**Run 1: where the registers sit**

Scale bar: 50 um. Other sequential cells in the stronger gray, the rest of the logic in the fainter gray.
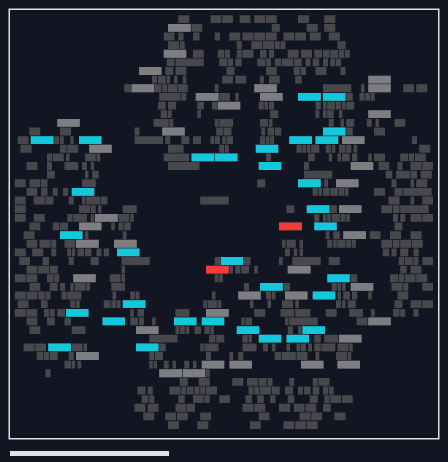
**Run 1: routed metal, one color a layer**

Scale bar: 50 um.
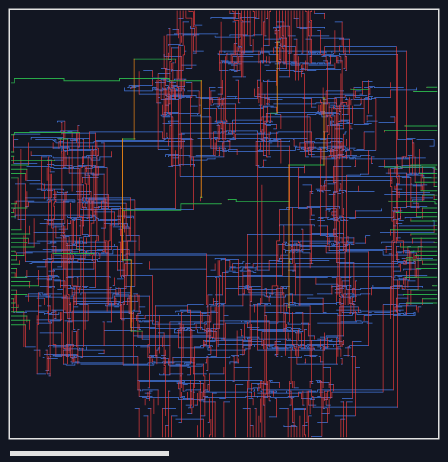
**Run 1: cells by drive strength**

Scale bar: 50 um.
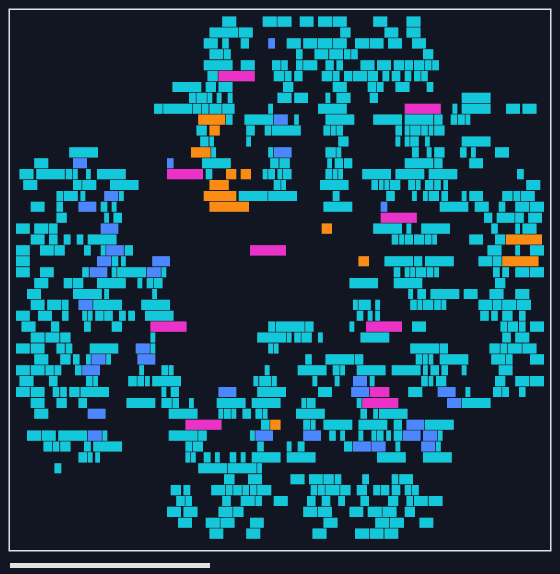
### src/rtl/pipe_mux_n.sv
// pipe_mux_n: N-input, WIDTH-bit select stage with a registered output,
// a 2-entry skid buffer, valid/ready flow control and a sticky error flag.
//
// Ports:
//   clk, reset     rising-edge clock, synchronous active-high reset
//   in_bus         packed inputs, input k at bits [k*WIDTH +: WIDTH]
//   sel            select code, sampled with in_bus on acceptance
//   in_valid       upstream word valid
//   in_ready       stage can accept a word (registered)
//   out_data       selected word (registered)
//   out_idx        index actually used after out-of-range substitution
//   out_valid      out_data valid
//   out_ready      downstream accepts
//   sel_err        sticky: an out-of-range sel was accepted
//   err_clr        clears sel_err (a coincident set wins)
module pipe_mux_n #(
    parameter int WIDTH   = 32,
    parameter int N_IN    = 3,
    parameter int SEL_W   = 2,
    parameter int DEF_IDX = 0
) (
    input  logic                    clk,
    input  logic                    reset,
    input  logic [N_IN*WIDTH-1:0]   in_bus,
    input  logic [SEL_W-1:0]        sel,
    input  logic                    in_valid,
    output logic                    in_ready,
    output logic [WIDTH-1:0]        out_data,
    output logic [SEL_W-1:0]        out_idx,
    output logic                    out_valid,
    input  logic                    out_ready,
    output logic                    sel_err,
    input  logic                    err_clr
);

    localparam logic [SEL_W-1:0] DEF_SEL = SEL_W'(DEF_IDX);

    // EMPTY: nothing held. ONE: main register holds a word.
    // FULL: main and skid registers both hold words.
    typedef enum logic [1:0] {
        EMPTY = 2'd0,
        ONE   = 2'd1,
        FULL  = 2'd2
    } state_t;

    state_t             state;
    logic [WIDTH-1:0]   s_data;
    logic [SEL_W-1:0]   s_idx;

    logic               in_range;
    logic [SEL_W-1:0]   new_idx;
    logic [WIDTH-1:0]   new_data;
    logic               acc;
    logic               pop;

    // Zero-extend both sides so the compare is exact; when N_IN fills
    // the whole select space this is constant-true.
    assign in_range = (32'(sel) < 32'(N_IN));
    assign new_idx  = in_range ? sel : DEF_SEL;

    always_comb begin
        new_data = '0;
        for (int k = 0; k < N_IN; k++) begin
            if (new_idx == SEL_W'(k)) begin
                new_data = in_bus[k*WIDTH +: WIDTH];
            end
        end
    end

    assign acc = in_valid && in_ready;
    assign pop = out_valid && out_ready;

    always_ff @(posedge clk) begin
        if (reset) begin
            state     <= EMPTY;
            in_ready  <= 1'b1;
            out_valid <= 1'b0;
            out_data  <= '0;
            out_idx   <= '0;
            s_data    <= '0;
            s_idx     <= '0;
            sel_err   <= 1'b0;
        end else begin
            if (acc && !in_range) begin
                sel_err <= 1'b1;
            end else if (err_clr) begin
                sel_err <= 1'b0;
            end

            unique case (state)
                EMPTY: begin
                    if (acc) begin
                        out_data  <= new_data;
                        out_idx   <= new_idx;
                        out_valid <= 1'b1;
                        state     <= ONE;
                    end
                end
                ONE: begin
                    if (acc && pop) begin
                        out_data <= new_data;
                        out_idx  <= new_idx;
                    end else if (acc) begin
                        // Downstream stalled: park the new word in skid.
                        s_data   <= new_data;
                        s_idx    <= new_idx;
                        in_ready <= 1'b0;
                        state    <= FULL;
                    end else if (pop) begin
                        out_valid <= 1'b0;
                        state     <= EMPTY;
                    end
                end
                FULL: begin
                    // in_ready is low here, so no accept can coincide.
                    if (pop) begin
                        out_data <= s_data;
                        out_idx  <= s_idx;
                        in_ready <= 1'b1;
                        state    <= ONE;
                    end
                end
                default: begin
                    state     <= EMPTY;
                    in_ready  <= 1'b1;
                    out_valid <= 1'b0;
                end
            endcase
        end
    end

    ap_ready_matches_state: assert property (
        @(posedge clk) disable iff (reset)
        in_ready == (state != FULL)
    );

    ap_valid_matches_state: assert property (
        @(posedge clk) disable iff (reset)
        out_valid == (state != EMPTY)
    );

    ap_stable_under_stall: assert property (
        @(posedge clk) disable iff (reset)
        (out_valid && !out_ready) |=>
            (reset || ($stable(out_data) && $stable(out_idx) && out_valid))
    );

endmodule

### config.mk
export PLATFORM = sky130hd
export DESIGN_NAME = pipe_mux_n
export DESIGN_NICKNAME = d
export VERILOG_FILES = /design/src/rtl/pipe_mux_n.sv
export SDC_FILE = /design/constraint.sdc
export NUM_CORES = 1
export LEC_CHECK = 0
export CORE_UTILIZATION = 23
export DETAILED_ROUTE_END_ITERATION = 16
export PLACE_DENSITY = 0.51
export SLEW_MARGIN = 25
export SYNTH_ARGS = -nofsm -noshare
export SYNTH_HDL_FRONTEND = slang
export SYNTH_SLANG_ARGS = --single-unit
### constraint.sdc
create_clock -name clk -period 4.2 [get_ports clk]
set_input_delay 0.42 -clock clk [delete_from_list [all_inputs] [get_ports clk]]
set_output_delay 0.42 -clock clk [all_outputs]
set_load 0.005 [all_outputs]
==> flow_summary.toml, run 1 <==
# physical design summary
[synth]
yosys_area_mm2 = 0.00406
yosys_warnings = 0
ys_ff = 73
syn_area_per_cell_um2 = 7.83
top_cell_area_share_pct = 36.0
postSynthCellCount = 518

[finish]
flop-count = 73
fillerInstances = 1777
final-comb-area_mm2 = 0.00239
comb_share_pct = 41.0

[clock_network]
cts-root-buf = "clkbuf_16"
ctsResizeCount = 0
cts.clk_slew.worst_paths_ns = 0.06

[worst_hold_path]
min_from = "s_data[12]"
holdPathStages = 2

[sta]
min_period_ns = 2.26
fmax_ghz = 0.442

[outcome]
outcome = "complete, no violations"

[power]
total_leakage_power_nw = 1.96
ir_drop_v = 0.000171

[critical_path]
cp_cell_sequence = "clkdlybuf4s50_1 -> a21boi_4 -> and2_1 -> buf_4 -> nand2_1 -> a21oi_1"
critPathRequiredTime_ns = 4.46
rr_endpoint = "out_data[12]"
crit_buf_inv = 2

[place]
gp_congestion = 0.768
-- 'where the registers sit' (at the start) --
s_idx: marked red, sequential cells 2. s_data: marked cyan, sequential cells 32.
P_seq: 835 uW
register area: 0.00146 mm^2
Final Core Density: 33.8%
Seq/total area: 25.1%

-- 'routed metal, one color a layer' (at the start) --
M2: marked red, wire length 6190 um. M1: marked blue, wire length 5790 um. M4: marked orange, wire length 211 um. M3: marked green, wire length 586 um.
Detailed Route WL: 12800 um
wire per inst: 14.9 um
gr usage total: 14.4%
Vias: 4004

-- 'cells by drive strength' (at the start) --
x6 and larger: marked magenta, cells 10. x2: marked blue, cells 34. x1 and smaller: marked cyan, cells 574. x3 and x4: marked orange, cells 13.
Synth-to-Final Area Change: 43.7%
cell area after layout: 0.00583 mm^2
Buffers, non-clock: 144
fin worst setup slack: 1.94 ns

-- run 1: state kept, by name (all words and copies together), names as in the netlist --
| register | flops |
|---|---|
| sel_err | 1 |
| out_idx | 2 |
| state | 2 |
| out_data | 32 |
| s_idx | 2 |
| s_data | 32 |
| in_ready | 1 |
| out_valid | 1 |
-- run 1: per-stage QoR --
| stage | util [%] | std cells | cell area, um^2 | setup slack (ns) |
|---|---|---|---|---|
| final | 33.8 | 856 | 5830 | 1.94 |
| after global routing | 33.8 | 856 | 5830 | 1.80 |
| after CTS | 33.7 | 856 | 5810 | 1.68 |
| after detailed placement | 32.2 | 841 | 5540 | 1.40 |
| after global placement | 32.1 | 841 | 5540 | 1.45 |
| after floorplan | - | 518 | 4060 | 2.57 |
**Run 1: nets reached from selected ports**

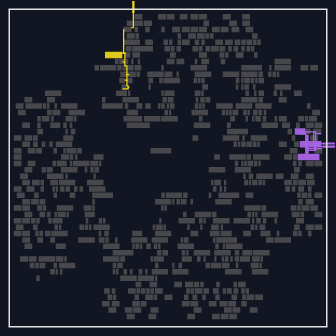

==> run 1 -> run 2 <==
Clock period 4.2 ns to 2.3 ns, I/O delays scaled along.
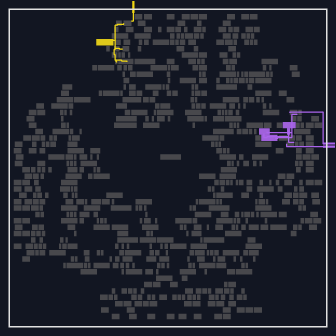
**Above:** run 2 (nets reached from selected ports).
out_valid: marked yellow, bits 1, direction output, edge top, end cells 1, buffers 1, wire 37.0 um. sel: marked purple, bits 2, direction input, edge right, end cells 5, buffers 2, wire 96.8 um.
Buffers on Ports: 139
IO Pins: 140

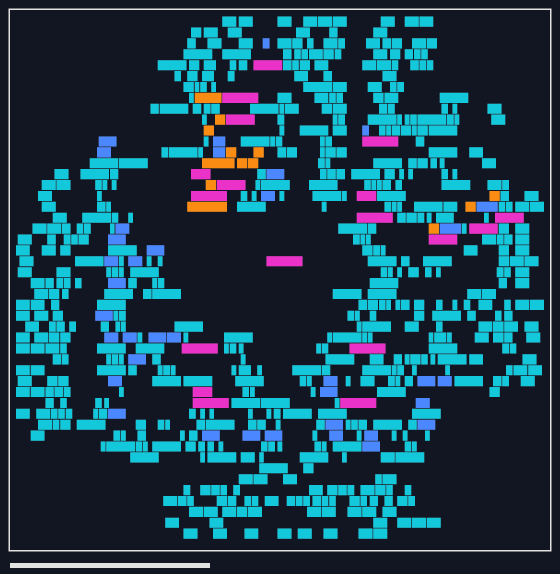
**Above:** run 2 (cells by drive strength).
Scale bar: 50 um.
x6 and larger: marked magenta, cells 18. x2: marked blue, cells 37. x3 and x4: marked orange, cells 13. x1 and smaller: marked cyan, cells 573.
fin worst setup slack: 0.531 ns
Buffers, non-clock: 154
Synth-to-Final Area Change: 47.1%

==> run 2 against run 1 <==
  * Die area stayed put
  * Core utilization is 0.81 points higher
  * Sequential power is 83% higher
  * Register-to-register slack worse by 1.6 ns
  * Highest routed layer unchanged
  * Critical endpoint is now out_idx[0]
  * Largest power group unchanged
  * Hold slack worse by 0.058 ns
  * Clock power is 88% higher
  * First-iteration DRC count is 2.4% lower
==> flow_summary.toml, run 2 <==
# physical design summary
[detailed_routing]
wl_per_cell_um = 14.4
vias = 3965

[finish]
fin_cells = 866
fillerInstances = 1727
design_area_mm2 = 0.00597
regArea_mm2 = 0.00146

[critical_path]
cp_cell_sequence = "nand2b_2 -> buf_4 -> o32ai_4 -> buf_4 -> nor2_1 -> a311oi_1"
rr_endpoint = "out_idx[0]"
critPathRequiredTime_ns = 2.54
crit_buf_inv = 2

[synth]
yosys_area_mm2 = 0.00406
top_cell_area_share_pct = 36.0
syn_area_per_cell_um2 = 7.83
ys_ff = 73

[place]
gp_congestion = 0.712
pre_cts_slack_ns = 0.211
post_dp_cell_area_mm2 = 0.00569

[global_route]
track_usage_pct = 14.1

[outcome]
outcome = "complete, no violations"

[power]
total_leakage_power_nw = 2.04
ir_drop_v = 0.000330

[sta]
fmax_ghz = 0.565

[worst_hold_path]
min_from = "reset"

[clock_network]
cts-root-buf = "clkbuf_16"
cts.clk_slew.worst_paths_ns = 0.05
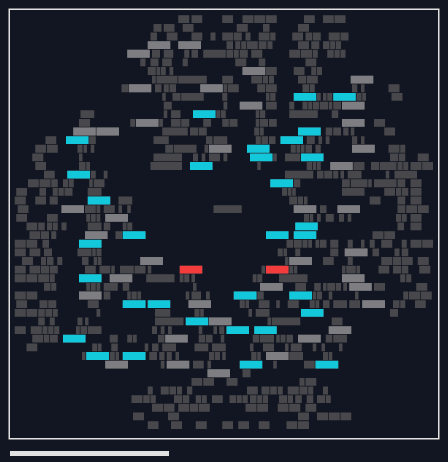
**Above:** run 2 (where the registers sit).
Scale bar: 50 um. Other sequential cells in the stronger gray, the rest of the logic in the fainter gray.
s_data: marked cyan, sequential cells 32. s_idx: marked red, sequential cells 2.
P_seq: 1.53 mW
Final Core Density: 34.6%
Seq/total area: 24.5%

==> run 2: logic make-up (layout without fill, tap and decap cells) <==
logic type	Yosys count	in the layout	share of synthesized area, %
buffers and inverters	48	171	6.01
and+or+nand+nor	249	249	33.3
DFF	73	73	36.0
AOI/OAI and AO/OA	145	145	23.7
adders and majority gates	3	3	0.925
==> run 2: power groups by stage <==
stage / sequential (mW) / clock (mW) / combinational (mW)
floorplan: 1.54 / 0 / 0.681
global placement: 1.55 / 0 / 1.26
detailed placement: 1.55 / 0 / 1.27
CTS: 1.53 / 1.37 / 1.28
global route: 1.55 / 1.42 / 1.39
finish: 1.53 / 1.32 / 1.26
==> run 2: worst min-delay path, delay by kind of cell <==
kind / cells / cell delay (ns)
buf+inv: 2 / 0.30
compound gates: 1 / 0.14
Power and IR drop assume default switching activity.
